$ cat config.mk
export PLATFORM = sky130hd
export DESIGN_NAME = spi_frame_writer
export DESIGN_NICKNAME = d
export VERILOG_FILES = /design/src/rtl/pixel_pkg.sv /design/src/rtl/spi_byte_rx.sv /design/src/rtl/spi_frame_writer.sv
export SDC_FILE = /design/constraint.sdc
export NUM_CORES = 1
export LEC_CHECK = 0
export CAP_MARGIN = 20
export CORE_MARGIN = 3
export CORE_UTILIZATION = 55
export CTS_BUF_LIST = sky130_fd_sc_hd__clkbuf_4 sky130_fd_sc_hd__clkbuf_8
export DETAILED_ROUTE_END_ITERATION = 8
export GPL_ROUTABILITY_DRIVEN = 0
export PLACE_DENSITY = 0.77
export SLEW_MARGIN = 20
export SYNTH_ARGS = -nofsm -noshare
export SYNTH_HDL_FRONTEND = slang
export SYNTH_HIERARCHICAL = 1
export SYNTH_SLANG_ARGS = --single-unit
export TNS_END_PERCENT = 100
$ cat constraint.sdc
create_clock -name clk -period 2.3 [get_ports clk]
set_input_delay 0.69 -clock clk [delete_from_list [all_inputs] [get_ports clk]]
set_output_delay 0.69 -clock clk [all_outputs]
set_load 0.03 [all_outputs]
$ cat src/rtl/pixel_pkg.sv
// Shared types and default geometry for the LED-matrix framebuffer write path.
package pixel_pkg;

  localparam int ADDR_W      = 11;
  localparam int DATA_W      = 3;
  localparam int DEPTH       = 2048;
  localparam int SYNC_STAGES = 2;

  typedef logic [DATA_W-1:0] pixel_t;

  typedef enum logic [7:0] {
    CMD_WRITE = 8'h01,
    CMD_CLEAR = 8'h02,
    CMD_SWAP  = 8'h03
  } cmd_e;

  typedef enum logic [2:0] {
    IDLE,
    CMD,
    ADDR_HI,
    ADDR_LO,
    DATA,
    CLEAR,
    IGNORE
  } state_e;

endpackage

$ cat src/rtl/spi_byte_rx.sv
// SPI mode-0 byte receiver: synchronises the pins into clk, detects edges and
// assembles MSB-first bytes. A low chip enable discards any partial byte.
module spi_byte_rx
  import pixel_pkg::*;
#(
  parameter int SYNC_STAGES = pixel_pkg::SYNC_STAGES
) (
  input  logic       clk,
  input  logic       rst_n,
  input  logic       sclk,
  input  logic       sdi,
  input  logic       ce,
  output logic       byte_valid,
  output logic [7:0] byte_data,
  output logic       ce_rise,
  output logic       ce_fall,
  output logic       sclk_fall,
  output logic       ce_level
);

  logic [SYNC_STAGES-1:0] sclk_sync;
  logic [SYNC_STAGES-1:0] sdi_sync;
  logic [SYNC_STAGES-1:0] ce_sync;
  logic                   sclk_d;
  logic                   ce_d;
  logic [6:0]             shreg;
  logic [2:0]             bit_cnt;
  logic                   sclk_s;
  logic                   sdi_s;
  logic                   sclk_rise;

  assign sclk_s    = sclk_sync[SYNC_STAGES-1];
  assign sdi_s     = sdi_sync[SYNC_STAGES-1];
  assign ce_level  = ce_sync[SYNC_STAGES-1];
  assign sclk_rise = sclk_s & ~sclk_d;
  assign sclk_fall = ~sclk_s & sclk_d;
  assign ce_rise   = ce_level & ~ce_d;
  assign ce_fall   = ~ce_level & ce_d;

  // sdi goes through the same depth as sclk so the sampled bit stays aligned.
  always_ff @(posedge clk or negedge rst_n) begin
    if (!rst_n) begin
      sclk_sync <= '0;
      sdi_sync  <= '0;
      ce_sync   <= '0;
      sclk_d    <= 1'b0;
      ce_d      <= 1'b0;
    end else begin
      sclk_sync <= {sclk_sync[SYNC_STAGES-2:0], sclk};
      sdi_sync  <= {sdi_sync[SYNC_STAGES-2:0], sdi};
      ce_sync   <= {ce_sync[SYNC_STAGES-2:0], ce};
      sclk_d    <= sclk_s;
      ce_d      <= ce_level;
    end
  end

  always_ff @(posedge clk or negedge rst_n) begin
    if (!rst_n) begin
      shreg      <= '0;
      bit_cnt    <= '0;
      byte_valid <= 1'b0;
      byte_data  <= '0;
    end else begin
      byte_valid <= 1'b0;
      if (!ce_level) begin
        bit_cnt <= '0;
      end else if (sclk_rise) begin
        shreg   <= {shreg[5:0], sdi_s};
        bit_cnt <= bit_cnt + 3'd1;
        if (bit_cnt == 3'd7) begin
          byte_valid <= 1'b1;
          byte_data  <= {shreg, sdi_s};
        end
      end
    end
  end

endmodule

$ cat src/rtl/spi_frame_writer.sv
// SPI target writing MCU pixel data into the framebuffer: command FSM, address
// counter and CLEAR sweep. Optional status readback on sdo with SPI_STATUS_EN.
module spi_frame_writer
  import pixel_pkg::*;
#(
  parameter int ADDR_W      = pixel_pkg::ADDR_W,
  parameter int DATA_W      = pixel_pkg::DATA_W,
  parameter int DEPTH       = pixel_pkg::DEPTH,
  parameter int SYNC_STAGES = pixel_pkg::SYNC_STAGES
) (
  input  logic              clk,
  input  logic              rst_n,
  input  logic              sclk,
  input  logic              sdi,
  input  logic              ce,
  output logic              sdo,
  output logic              wr_en,
  output logic [ADDR_W-1:0] wr_addr,
  output logic [DATA_W-1:0] wr_data,
  output logic              frame_swap,
  output logic              busy
);

  // Framebuffer port: wr_en is a plain strobe with no ready; the memory takes
  // wr_addr/wr_data on every clk where wr_en is high, including back-to-back.
  logic              byte_valid;
  logic [7:0]        byte_data;
  logic              ce_rise;
  logic              ce_fall;
  logic              sclk_fall;
  logic              ce_level;

  state_e            state_q;
  state_e            state_d;
  logic [ADDR_W-1:0] addr_q;
  logic [ADDR_W-9:0] addr_hi_q;
  logic [ADDR_W-1:0] addr_inc;
  logic              at_top;
  logic              byte_ok;

  logic              wr_en_d;
  logic [DATA_W-1:0] wr_data_d;
  logic              busy_d;
  logic              swap_d;
  logic              load_hi;
  logic              load_lo;
  logic              step_addr;
  logic              clear_start;

  spi_byte_rx #(.SYNC_STAGES(SYNC_STAGES)) u_rx (
    .clk       (clk),
    .rst_n     (rst_n),
    .sclk      (sclk),
    .sdi       (sdi),
    .ce        (ce),
    .byte_valid(byte_valid),
    .byte_data (byte_data),
    .ce_rise   (ce_rise),
    .ce_fall   (ce_fall),
    .sclk_fall (sclk_fall),
    .ce_level  (ce_level)
  );

  // A byte completing on the same clk as ce falling belongs to no transaction.
  assign byte_ok  = byte_valid & ~ce_fall;
  assign at_top   = (addr_q == ADDR_W'(DEPTH - 1));
  assign addr_inc = at_top ? '0 : addr_q + ADDR_W'(1);

  always_ff @(posedge clk or negedge rst_n) begin
    if (!rst_n) state_q <= IDLE;
    else        state_q <= state_d;
  end

  always_comb begin
    state_d = state_q;
    unique case (state_q)
      IDLE: if (ce_rise) state_d = CMD;
      CMD: begin
        if (ce_fall) begin
          state_d = IDLE;
        end else if (byte_ok) begin
          case (byte_data)
            CMD_WRITE: state_d = ADDR_HI;
            CMD_CLEAR: state_d = CLEAR;
            default:   state_d = IGNORE;
          endcase
        end
      end
      ADDR_HI: begin
        if (ce_fall)      state_d = IDLE;
        else if (byte_ok) state_d = ADDR_LO;
      end
      ADDR_LO: begin
        if (ce_fall)      state_d = IDLE;
        else if (byte_ok) state_d = DATA;
      end
      DATA:   if (ce_fall) state_d = IDLE;
      // The sweep runs to completion regardless of ce.
      CLEAR:  if (at_top) state_d = ce_level ? IGNORE : IDLE;
      IGNORE: if (ce_fall) state_d = IDLE;
      default: state_d = IDLE;
    endcase
  end

  always_comb begin
    wr_en_d     = 1'b0;
    wr_data_d   = '0;
    busy_d      = 1'b0;
    swap_d      = 1'b0;
    load_hi     = 1'b0;
    load_lo     = 1'b0;
    step_addr   = 1'b0;
    clear_start = 1'b0;
    unique case (state_q)
      CMD: begin
        if (byte_ok) begin
          swap_d      = (byte_data == CMD_SWAP);
          clear_start = (byte_data == CMD_CLEAR);
        end
      end
      ADDR_HI: load_hi = byte_ok;
      ADDR_LO: load_lo = byte_ok;
      DATA: begin
        if (byte_ok) begin
          wr_en_d   = 1'b1;
          wr_data_d = byte_data[DATA_W-1:0];
          step_addr = 1'b1;
        end
      end
      CLEAR: begin
        wr_en_d   = 1'b1;
        busy_d    = 1'b1;
        step_addr = 1'b1;
      end
      default: ;
    endcase
  end

  always_ff @(posedge clk or negedge rst_n) begin
    if (!rst_n) begin
      wr_en      <= 1'b0;
      wr_addr    <= '0;
      wr_data    <= '0;
      frame_swap <= 1'b0;
      busy       <= 1'b0;
    end else begin
      wr_en      <= wr_en_d;
      wr_addr    <= wr_en_d ? addr_q : '0;
      wr_data    <= wr_data_d;
      frame_swap <= swap_d;
      busy       <= busy_d;
    end
  end

  // Address bits above ADDR_W in the big-endian start address are dropped.
  always_ff @(posedge clk or negedge rst_n) begin
    if (!rst_n) begin
      addr_q    <= '0;
      addr_hi_q <= '0;
    end else begin
      if (load_hi) addr_hi_q <= byte_data[ADDR_W-9:0];
      if (clear_start)    addr_q <= '0;
      else if (load_lo)   addr_q <= {addr_hi_q, byte_data};
      else if (step_addr) addr_q <= addr_inc;
    end
  end

`ifdef SPI_STATUS_EN
  logic [6:0] frames_swapped;
  logic [7:0] status_sh;

  // Status is latched at ce rise so bit 7 is on sdo before the first sclk rise.
  always_ff @(posedge clk or negedge rst_n) begin
    if (!rst_n) begin
      frames_swapped <= '0;
      status_sh      <= '0;
    end else begin
      if (swap_d) frames_swapped <= frames_swapped + 7'd1;
      if (state_q == IDLE && ce_rise)        status_sh <= {busy, frames_swapped};
      else if (state_q == CMD && sclk_fall)  status_sh <= {status_sh[6:0], 1'b0};
    end
  end

  assign sdo = (state_q == CMD) && ce_level && status_sh[7];
`else
  logic unused_sclk_fall;
  assign unused_sclk_fall = sclk_fall;
  assign sdo = 1'b0;
`endif

endmodule

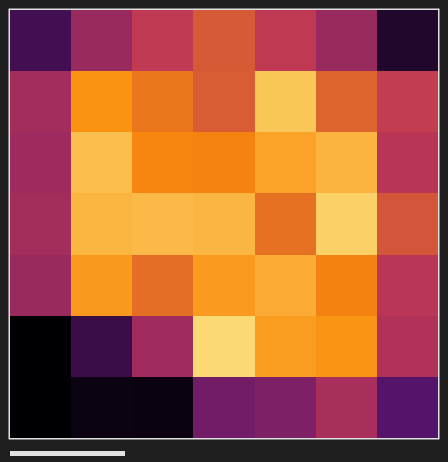
(run_1/cell_density.png)
Scale bar: 20 um. 7 x 7 tiles, from black (low) to pale yellow (high), 0 to 100% covered.
nearly empty tiles: 4.1%
fullest tile: 92%
mean over tiles: 55%
densest ninth of the die: center
emptiest ninth of the die: lower left
share of the core filled by cells before placement: 57.8%
post-layout utilization of the core: 69.5%
core area: 0.00444 mm^2

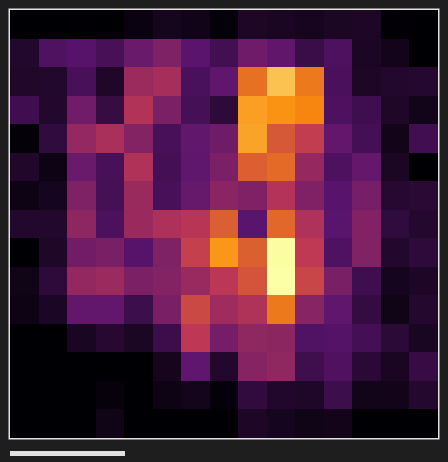
(run_1/metal_density.png)
Scale bar: 20 um. 15 x 15 tiles, from black (low) to pale yellow (high), scaled to the fullest tile. Values are wire area over tile area, all layers added.
mean over tiles: 0.13
fullest tile: 0.59
tiles over half the peak: 11%
densest ninth of the die: center
emptiest ninth of the die: lower left

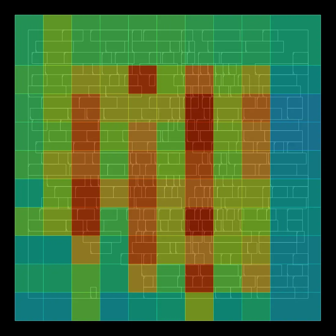
(run_1/congestion.png)
GR met3 Demand/Resource: 4.46%
global routing's busiest layer: met2
GRT met2 Usage: 25.8%
routed len/inst: 15.2 um

==> run summary, run 1 <==
Synthesis and place-and-route results.

- The run finished with clean final reports.
- In the hold timing report, the worst path depth is 0.
- The number of buffers created by CTS is 9.
- OpenROAD reports that the post-layout worst path occupies roughly 88% of the period.
- The required time at the worst endpoint is listed as about 1600 ps.
- The clock tree from TritonCTS is done.
- The number of setup violations in the final report is 0.
- The all-layer global routing usage is between 15 and 20%.
- The data arrival time reported for the critical path is around 1300 ps.
- The clock root buffer is clkbuf_8.
- The number of clock sinks seen by CTS is roughly 60.
- The launch point of the critical path is wr_addr[3]$_DFF_PN0_.
- For reference, the most critical setup path is categorized as reg -> out.
- The first global-routing pass estimated 7.32 mm of wire.
- The end of the worst register-to-register path is addr_q[2]$_DFFE_PN0P_.
- The routed layout reports a DRC error count of 0.
- The worst-case reg-to-reg setup slack stands at around 400 ps.
- The total number of H-tree levels is 3.
- For reference, the critical path is captured by wr_addr[3].
- The deepest clock path buffer count is 2.
- Counting every instance in the synthesized netlist gives about 210.
- Per the detail_route log, the uppermost layer with routed signals is met4.
- STA lists the maximum fanout along the critical path as 1.
- The critical path capture point type is a primary output.
- The clock latency reported for the late side of the worst-skew pair is about 330 ps.
- The total wire length after detailed routing is between 4 and 5 mm.
- Hold-check failures listed in the final report amount to 0.
- The initial antenna violation count was 0.
- The number of instances resized during post-cts repair is 0.
- Subtracting the final worst setup slack from the clock period gives 2030 ps.
- The net count of the finished layout is 250.
- The Yosys warning count is 6.
- The iteration-0 DRC count of the detailed router is ~210.
- The startpoint type of the worst setup path is a register.
- The met2 wire length is around 2 mm.
- The number of violations of the max-capacitance limit is 0.
- The achievable clock frequency is about 500 MHz.
- The leakage power summed over all cells is 1.48 nW.
- The sum of routed wire segments on met1 is ~2.1 mm.
- The number of pins with negative max-slew slack in the final report is 0.
- The share of post-route cells with drive strength above 1 is about a fifth.
- The delay contributed by the slowest stage of the critical path is slightly below 700 ps.
- The HPWL after detailed placement is between 3 and 4 mm.
- Measured in cells, the most critical reg-to-reg path has a length of 7.
- The mean instance size in the synthesized netlist is ~12 um^2.
- On the critical path, the stage with the largest delay is an instance of clkdlybuf4s50_1.
- The via count of the first global-routing pass is between 1500 and 2000.
- The setup total negative slack is 0 ps.
- After floorplanning, the die was sized to cover 0.00553 mm^2.
- Using the TritonRoute via totals, the vias-per-cell ratio works out to just under 6.
- Setup repair after global routing left no endpoint under its margin.
- OpenROAD emitted warnings numbering 26.
- The iteration count of the initial detailed-routing pass is 4.
- The cell depth of the worst setup path is 1.
- The floorplan report gives the top-level pin count as 23.
- Per the timing report, the most critical flop-to-flop path originates at u_rx/ce_sync[1]$_DFF_PN0_.
- The worst min-delay path class is reg -> reg.
- The count of buffers inserted at the top-level ports is 21.
- The global route stage reports its total congestion overflow as 0.
- In this run the VDD rail shows a maximum IR drop of between 0.4 and 0.5 mV.
- The pin count of the biggest net entering global routing is 62.
- The number of buffer and inverter instances along the worst setup path is 1.
- The area of the mapped netlist is approximately 0.0026 mm^2.
- Per the OpenROAD floorplan log, the width of the die is around 74 um.
- The timing report attributes the biggest portion of critical-path delay to buffers and inverters.
- The die outline height is 74.4 um.
- The number of nets in the synthesized netlist is about 220.
- The cell sequence reported for the critical path is clkdlybuf4s50_1.
- The number of placement rows is 24.
- The count of nets left with antenna violations once routing finished came out at 0.
- The number of vias in the routed layout is between 1500 and 2000.
- The count of buffers added by post-CTS timing repair for setup is 0.
- The amount of wire on met3 after detailed routing is 199 um.
- The number of hold-repair buffers added at the cts stage is 0.
- The cell area power density is approximately 900 mW/mm^2.
- Clock-pin slew was measured on the worst setup and hold paths at 60 ps.
- 0 antenna diodes ended up in the layout.
run 1: final cells by class:
type,instances,area [um^2]
repair buffers,25,248
multi-input cells,139,981
well taps,52,65.1
clock buffers,13,179
flip-flops and latches,61,1530
clock inverters,3,65.1
fillers,343,1360
inverters,6,22.5
run 1: routing by layer:
metal | vias to the layer above | global-route usage, %
li1 | 805 | -
met1 | 844 | 23.8
met2 | 58 | 25.8
met3 | 18 | 4.46
met4 | 0 | 11.9
met5 | - | 0
run 1: state kept, by name, indices dropped and copies added (netlist names), 3 cells and up:
name,count
u_rx/shreg,7
state_q,3
addr_hi_q,3
u_rx/byte_data,8
addr_q,11
wr_addr,11
wr_data,3
u_rx/bit_cnt,3
run 1: stage by stage:
stage	worst slack, ps	instance area, um^2	hold WS [ps]	total power [W]	instances
global route	230	3090	361	0.00289	299
detailed placement	478	2840	337	0.00167	283
floorplan	500	2570	331	0.00154	213
CTS	244	3090	352	0.00279	299
global placement	523	2840	332	0.00165	283
finish	275	3090	348	0.00277	299
run 1: layout by cell type (no fill, tap or decap), types with 2 or more instances in the layout:
cell type,count
inv_1,6
mux2_2,18
a221o_1,3
nor4_1,2
clkdlybuf4s50_1,20
nand4_1,2
and2_1,16
o21ai_0,11
and2_2,2
nand3_1,4
clkbuf_8,13
dfrtp_1,61
mux2i_1,2
a22oi_1,5
buf_4,3
and2b_1,2
nand2_1,14
a21oi_1,8
nor2_1,10
o31ai_1,2
ha_1,3
nand2b_1,2
nor2b_1,5
and4_1,2
xor2_1,3
a31oi_1,2
nor3b_1,2
bufinv_16,2
nor3_1,3
run 1: how the worst min path moves through the flow:
stage,startpoint,end,slack (ps)
after floorplan,u_rx/ce_sync[0]$_DFF_PN0_,u_rx/ce_sync[1]$_DFF_PN0_,330
after global placement,u_rx/ce_sync[0]$_DFF_PN0_,u_rx/ce_sync[1]$_DFF_PN0_,330
after detailed placement,u_rx/ce_sync[0]$_DFF_PN0_,u_rx/ce_sync[1]$_DFF_PN0_,340
after CTS,u_rx/ce_sync[0]$_DFF_PN0_,u_rx/ce_sync[1]$_DFF_PN0_,350
after global routing,u_rx/sdi_sync[0]$_DFF_PN0_,u_rx/sdi_sync[1]$_DFF_PN0_,360
final,u_rx/ce_sync[0]$_DFF_PN0_,u_rx/ce_sync[1]$_DFF_PN0_,350
run 1: report_power, final:
group	leakage (nW)	switching [W]	total, W	internal, W
clock network	0.126	0.000387	0.00111	0.000727
logic	0.541	0.000182	0.000353	0.000171
registers	0.816	0.000123	0.00131	0.00118
==> inputs of run 2 (changes only) <==
--- a/config.mk
+++ b/config.mk
@@ -9,6 +9,7 @@
 export CORE_MARGIN = 3
 export CORE_UTILIZATION = 55
 export CTS_BUF_LIST = sky130_fd_sc_hd__clkbuf_4 sky130_fd_sc_hd__clkbuf_8
+export CTS_CLUSTER_SIZE = 14
 export DETAILED_ROUTE_END_ITERATION = 8
 export GPL_ROUTABILITY_DRIVEN = 0
 export PLACE_DENSITY = 0.77
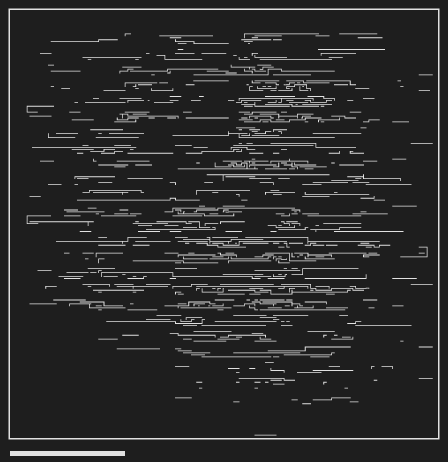
(run_2/layer_met1.png)
Scale bar: 20 um.
nets with wire on the layer: 223
longest straight run: 21.2 um
wire length on this layer: 2140 um

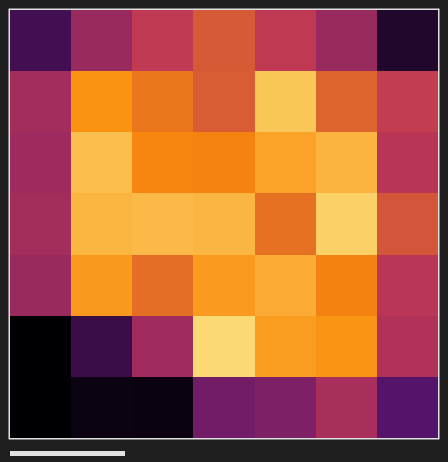
(run_2/cell_density.png)
Scale bar: 20 um. 7 x 7 tiles, from black (low) to pale yellow (high), 0 to 100% covered.
emptiest ninth of the die: lower left
mean over tiles: 55%
tiles over 75% full: 31%
fullest tile: 92%

==> run summary, run 2 <==
Synthesis and place-and-route results.

- The run finished with clean final reports.
- The total global routing overflow is 0 (unchanged).
- The core footprint is 0.00444 mm^2 (unchanged).
- The initial antenna violation count was 0 (unchanged).
- The iteration-0 DRC count of the detailed router is 210 (unchanged).
- In the layout the commonest cells are dfrtp_1, clkdlybuf4s50_1, mux2_2, and2_1, nand2_1.
- The number of buffers created by CTS is 9 (unchanged).
- The worst-case reg-to-reg path depth is 7 (unchanged).
- The average vias per placed instance is 5.77 (unchanged).
- In this run the critical register-to-register path is launched from u_rx/ce_sync[1]$_DFF_PN0_.
- The kind of cell with the highest combined delay along the critical path is buffers and inverters.
- The delay contributed by the slowest stage of the critical path came to 680 ps (about the same).
- The all-layer global routing usage was 17.8% (unchanged).
- The number of diodes is 0 (unchanged).
- The worst hold path startpoint is u_rx/ce_sync[0]$_DFF_PN0_.
- The worst setup path is launched from a register.
- The post-route worst setup slack was 275 ps (unchanged).
- The number of setup violations in the final report came to 0 (unchanged).
- The number of hold-repair buffers added at the cts stage is 0 (unchanged).
- The data required time at the worst endpoint is 1610 ps (about the same).
- The count of buffers added by post-CTS timing repair for setup is 0 (unchanged).
- The number of instances resized during post-cts repair was 0 (unchanged).
- The worst-case vdd ir drop is 0.468 mV (unchanged).
- The HPWL after detailed placement was 3.00 mm (unchanged).
- The number of DRC violations after detailed routing is 0 (unchanged).
- The iteration count of the initial detailed-routing pass is 4 (unchanged).
- The cell area power density is 898 mW/mm^2 (unchanged).
- The largest registers in the layout are addr_q (11), wr_addr (11), u_rx/byte_data (8).
- The overall chip area is 0.00553 mm^2 (unchanged).
- The number of nets with antenna violations after detailed routing is 0 (unchanged).
- The clock-pin slew on the worst setup and hold paths is 60 ps (about the same).
- In this run the critical path is formed by clkdlybuf4s50_1.
- The routed length per instance is 15.2 um (unchanged).
- The data arrival time of the critical path came to 1340 ps (about the same).
- The area of the mapped netlist is 0.00257 mm^2 (unchanged).
- The achievable clock frequency is 494 MHz (unchanged).
- The total wire length after detailed routing was 4.55 mm (unchanged).
- The start-to-end type of the worst setup path is reg -> out.
- The first-pass GRT wire length came to 7.32 mm (unchanged).
- The clock latency reported for the late side of the worst-skew pair came to 330 ps (about the same).
- The die boundary width is 74.4 um (unchanged).
- The placed standard-cell area is 0.00284 mm^2 (unchanged).
- The number of clock sinks seen by CTS was 61 (unchanged).
- The die outline height is 74.4 um (unchanged).
- The number of placement rows is 24 (unchanged).
- The leakage power summed over all cells is 1.48 nW (unchanged).
- The worst setup timing slack at the placement stage is 478 ps (unchanged).
- The Yosys warning count came to 6 (unchanged).
- The final clock period utilization by the worst path is 88.1% (unchanged).
run 2: cell counts in the layout (fill, tap and decap cells not counted):
No cell type changed its count.
run 2: final cells by class:
| type | instances | area (um^2) | share of cell area [%] |
|---|---|---|---|
| clock inverters | 3 | 65.1 | 2.11 |
| inverters | 6 | 22.5 | 0.730 |
| well taps | 52 | 65.1 | 2.11 |
| flip-flops and latches | 61 | 1530 | 49.5 |
| repair buffers | 25 | 248 | 8.03 |
| clock buffers | 13 | 179 | 5.80 |
| multi-input cells | 139 | 981 | 31.8 |
run 2: worst max-delay path by stage:
stage          slack (ps)                       end  cells after the start                       from
2_1_floorplan         500  addr_hi_q[0]$_DFFE_PN0P_                      4  u_rx/ce_sync[1]$_DFF_PN0_
3_3_place_gp          520     addr_q[9]$_DFFE_PN0P_                      6      addr_q[1]$_DFFE_PN0P_
3_5_place_dp          480     addr_q[9]$_DFFE_PN0P_                      6      addr_q[1]$_DFFE_PN0P_
4_1_cts               240                frame_swap                      1       frame_swap$_DFF_PN0_
5_1_grt               230                frame_swap                      1       frame_swap$_DFF_PN0_
6_report              270                wr_addr[3]                      1       wr_addr[3]$_DFF_PN0_
run 2: report_power, final:
part / internal, W / total, W / switching [W] / leakage, nW
Combinational: 0.000171 / 0.000353 / 0.000182 / 0.541
Clock: 0.000727 / 0.00111 / 0.000387 / 0.126
Sequential: 0.00118 / 0.00131 / 0.000123 / 0.816
run 2: through the flow:
| stage | cells | hold slack (ps) | total power (W) | utilization (%) |
|---|---|---|---|---|
| after floorplan | 213 | 331 | 0.00154 | - |
| after CTS | 299 | 352 | 0.00279 | 69.5 |
| after global routing | 299 | 361 | 0.00289 | 69.5 |
| final | 299 | 348 | 0.00277 | 69.5 |
| after detailed placement | 283 | 337 | 0.00167 | 64.0 |
| after global placement | 283 | 332 | 0.00165 | 64.0 |
run 2: metal layers:
layer,vias up,routed length [um],track usage (%)
li1,805,-,-
met1,844,2140,23.8
met2,58,2030,25.8
met3,18,199,4.46
met4,0,180,11.9
met5,-,0,0
==> run_2/layer_met2.png <==
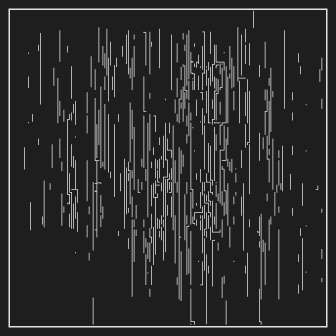

==> inputs of run 3 (changes only) <==
--- a/config.mk
+++ b/config.mk
@@ -6,13 +6,15 @@
 export NUM_CORES = 1
 export LEC_CHECK = 0
 export CAP_MARGIN = 20
+export CELL_PAD_IN_SITES_DETAIL_PLACEMENT = 0
+export CELL_PAD_IN_SITES_GLOBAL_PLACEMENT = 1
 export CORE_MARGIN = 3
-export CORE_UTILIZATION = 55
+export CORE_UTILIZATION = 48
 export CTS_BUF_LIST = sky130_fd_sc_hd__clkbuf_4 sky130_fd_sc_hd__clkbuf_8
 export CTS_CLUSTER_SIZE = 14
 export DETAILED_ROUTE_END_ITERATION = 8
 export GPL_ROUTABILITY_DRIVEN = 0
-export PLACE_DENSITY = 0.77
+export PLACE_DENSITY = 0.81
 export SLEW_MARGIN = 20
 export SYNTH_ARGS = -nofsm -noshare
 export SYNTH_HDL_FRONTEND = slang
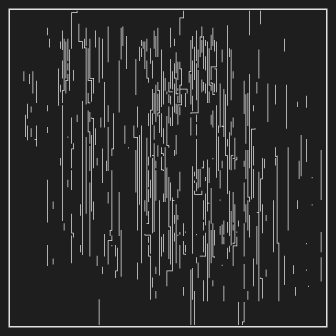
(run_3/layer_met2.png)
wire length on this layer: 2280 um
nets with wire on the layer: 212
longest straight run: 38.4 um
share of all routed wire: 50%

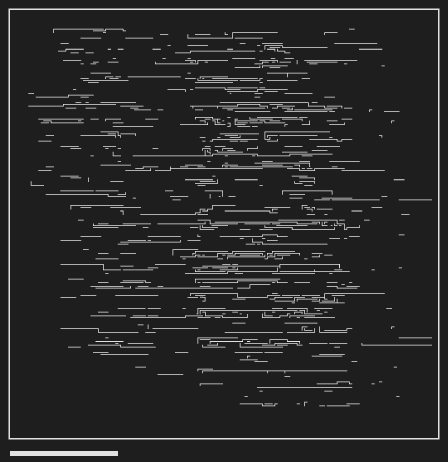
(run_3/layer_met1.png)
Scale bar: 20 um.
share of all routed wire: 44%
nets with wire on the layer: 224
wire length on this layer: 2030 um
main direction: horizontal
longest straight run: 26.7 um

==> run summary, run 3 <==
Synthesis and place-and-route results.

- The number of diodes was 0 (unchanged).
- The achievable clock frequency is 493 MHz (about the same).
- The die boundary width is 79.2 um (+6.5%).
- The net load switching power was 0.000697 W (+0.74%).
- The number of hold-repair buffers added at the cts stage is 0 (unchanged).
- The minimum hold slack is 353 ps (+5.12 ps).
- The delay contributed by the slowest stage of the critical path is 670 ps (about the same).
- The worst setup path is launched from a register.
- The routed length per instance is 14.5 um (-4.8%).
- The number of instances resized during post-cts repair is 0 (unchanged).
- The synthesis-to-finish area growth is 20.1%.
- The cell area power density is 868 mW/mm^2 (-3.4%).
- The iteration-0 DRC count of the detailed router is 125 (-40%).
- The flow ran to the end, and the final reports show no timing, DRC or antenna violations.
- The fraction of power consumed by combinational cells is 12.8% (about the same).
- The leakage power summed over all cells came to 1.47 nW (-0.51%).
- The die outline height came to 79.2 um (+6.5%).
- The first-pass GRT wire length is 8.12 mm (+11%).
- The share of power burned in registers was 48.8% (+1.7 points).
- The fraction of power spent switching nets is 26.0% (+1.1 points).
- The start-to-end type of the worst setup path is reg -> out.
- The number of nets with antenna violations after detailed routing was 0 (unchanged).
- Per STA, the worst path is made up of clkdlybuf4s50_1.
- The number of buffers created by CTS is 9 (unchanged).
- The clock latency reported for the late side of the worst-skew pair came to 330 ps (about the same).
- The final clock period utilization by the worst path came to 88.1% (about the same).
- The power share of the clock group is 38.4% (-1.8 points).
- The number of DRC violations after detailed routing is 0 (unchanged).
- The core footprint is 0.00514 mm^2 (+16%).
- The iteration count of the initial detailed-routing pass is 4 (unchanged).
- The average vias per placed instance is 5.37 (-7.0%).
- Per the cell usage report, the commonest logic cells after layout are dfrtp_1, clkdlybuf4s50_1, mux2_2, and2_1, nand2_1.
- The data arrival time of the critical path is 1340 ps (about the same).
- The Yosys warning count came to 6 (unchanged).
- The count of buffers added by post-CTS timing repair for setup was 0 (unchanged).
- The final core utilization is 60.1% (-9.4 points).
- The number of setup violations in the final report is 0 (unchanged).
- The all-layer global routing usage is 17.1% (-0.74 points).
- The data required time at the worst endpoint is 1610 ps (about the same).
- The area of the mapped netlist is 0.00257 mm^2 (unchanged).
- The initial antenna violation count is 0 (unchanged).
- The cell family contributing the most delay on the critical path is buffers and inverters.
- The registers reported with the highest flop counts are addr_q (11), wr_addr (11), u_rx/byte_data (8).
- The worst-case vdd ir drop is 0.792 mV (+69%).
- The total wire length after detailed routing came to 4.60 mm (+1.2%).
- The clock-pin slew on the worst setup and hold paths was 70 ps (about the same).
- The script reports the combined buffer and inverter count of the critical path as 1.
- The HPWL after detailed placement is 3.16 mm (+5.2%).
- The total global routing overflow is 0 (unchanged).
- The overall chip area was 0.00627 mm^2 (+13%).
- The total number of H-tree levels is 3.
- The critical path capture point type is a primary output.
==> run 3: per-stage QoR <==
| stage | std cells | power [W] | worst slack, ps | cell area (um^2) |
|---|---|---|---|---|
| after detailed placement | 302 | 0.00167 | 339 | 2870 |
| after floorplan | 213 | 0.00154 | 500 | 2570 |
| after CTS | 318 | 0.00271 | 229 | 3090 |
| after global placement | 302 | 0.00166 | 332 | 2870 |
| final | 318 | 0.00268 | 273 | 3090 |
| after global routing | 318 | 0.00282 | 68.5 | 3090 |
==> run 3: per-layer routing <==
| metal | up-vias | GRT usage [%] | part of all wire, % |
|---|---|---|---|
| li1 | 808 | - | - |
| met1 | 843 | 21.0 | 44 |
| met4 | 0 | 10.3 | 2.6 |
| met3 | 12 | 3.85 | 3.7 |
| met2 | 44 | 27.4 | 50 |
| met5 | - | 0 | 0 |
==> run 3: final timing paths <==
path                                             start                           to  cells past startpoint
setup / recovery                  wr_addr[9]$_DFF_PN0_                   wr_addr[9]                      1
hold / removal             u_rx/sclk_sync[0]$_DFF_PN0_  u_rx/sclk_sync[1]$_DFF_PN0_                      0
setup reg to reg             u_rx/ce_sync[1]$_DFF_PN0_        addr_q[2]$_DFFE_PN0P_                      6
hold reg to reg            u_rx/sclk_sync[0]$_DFF_PN0_  u_rx/sclk_sync[1]$_DFF_PN0_                      0
max in group asynchronous                        rst_n    u_rx/ce_sync[1]$_DFF_PN0_                      2
min in group asynchronous                        rst_n         wr_addr[2]$_DFF_PN0_                      2
==> run 3: cell type report <==
cell class | count | area (um^2)
Clock inverter | 5 | 75.1
Clock buffer | 11 | 139
Tap cell | 70 | 87.6
Sequential cell | 61 | 1530
Timing Repair Buffer | 26 | 255
Multi-Input combinational cell | 139 | 981
Fill cell | 455 | 2050
Inverter | 6 | 22.5
==> run 3: power groups by stage <==
stage                     clock [W]  combinational [W]  sequential, W
after floorplan                   0           0.000260        0.00128
final                       0.00103           0.000343        0.00131
after global routing        0.00110           0.000392        0.00133
after detailed placement          0           0.000347        0.00132
after CTS                   0.00105           0.000348        0.00130
after global placement            0           0.000343        0.00132
Power and IR drop assume default switching activity.
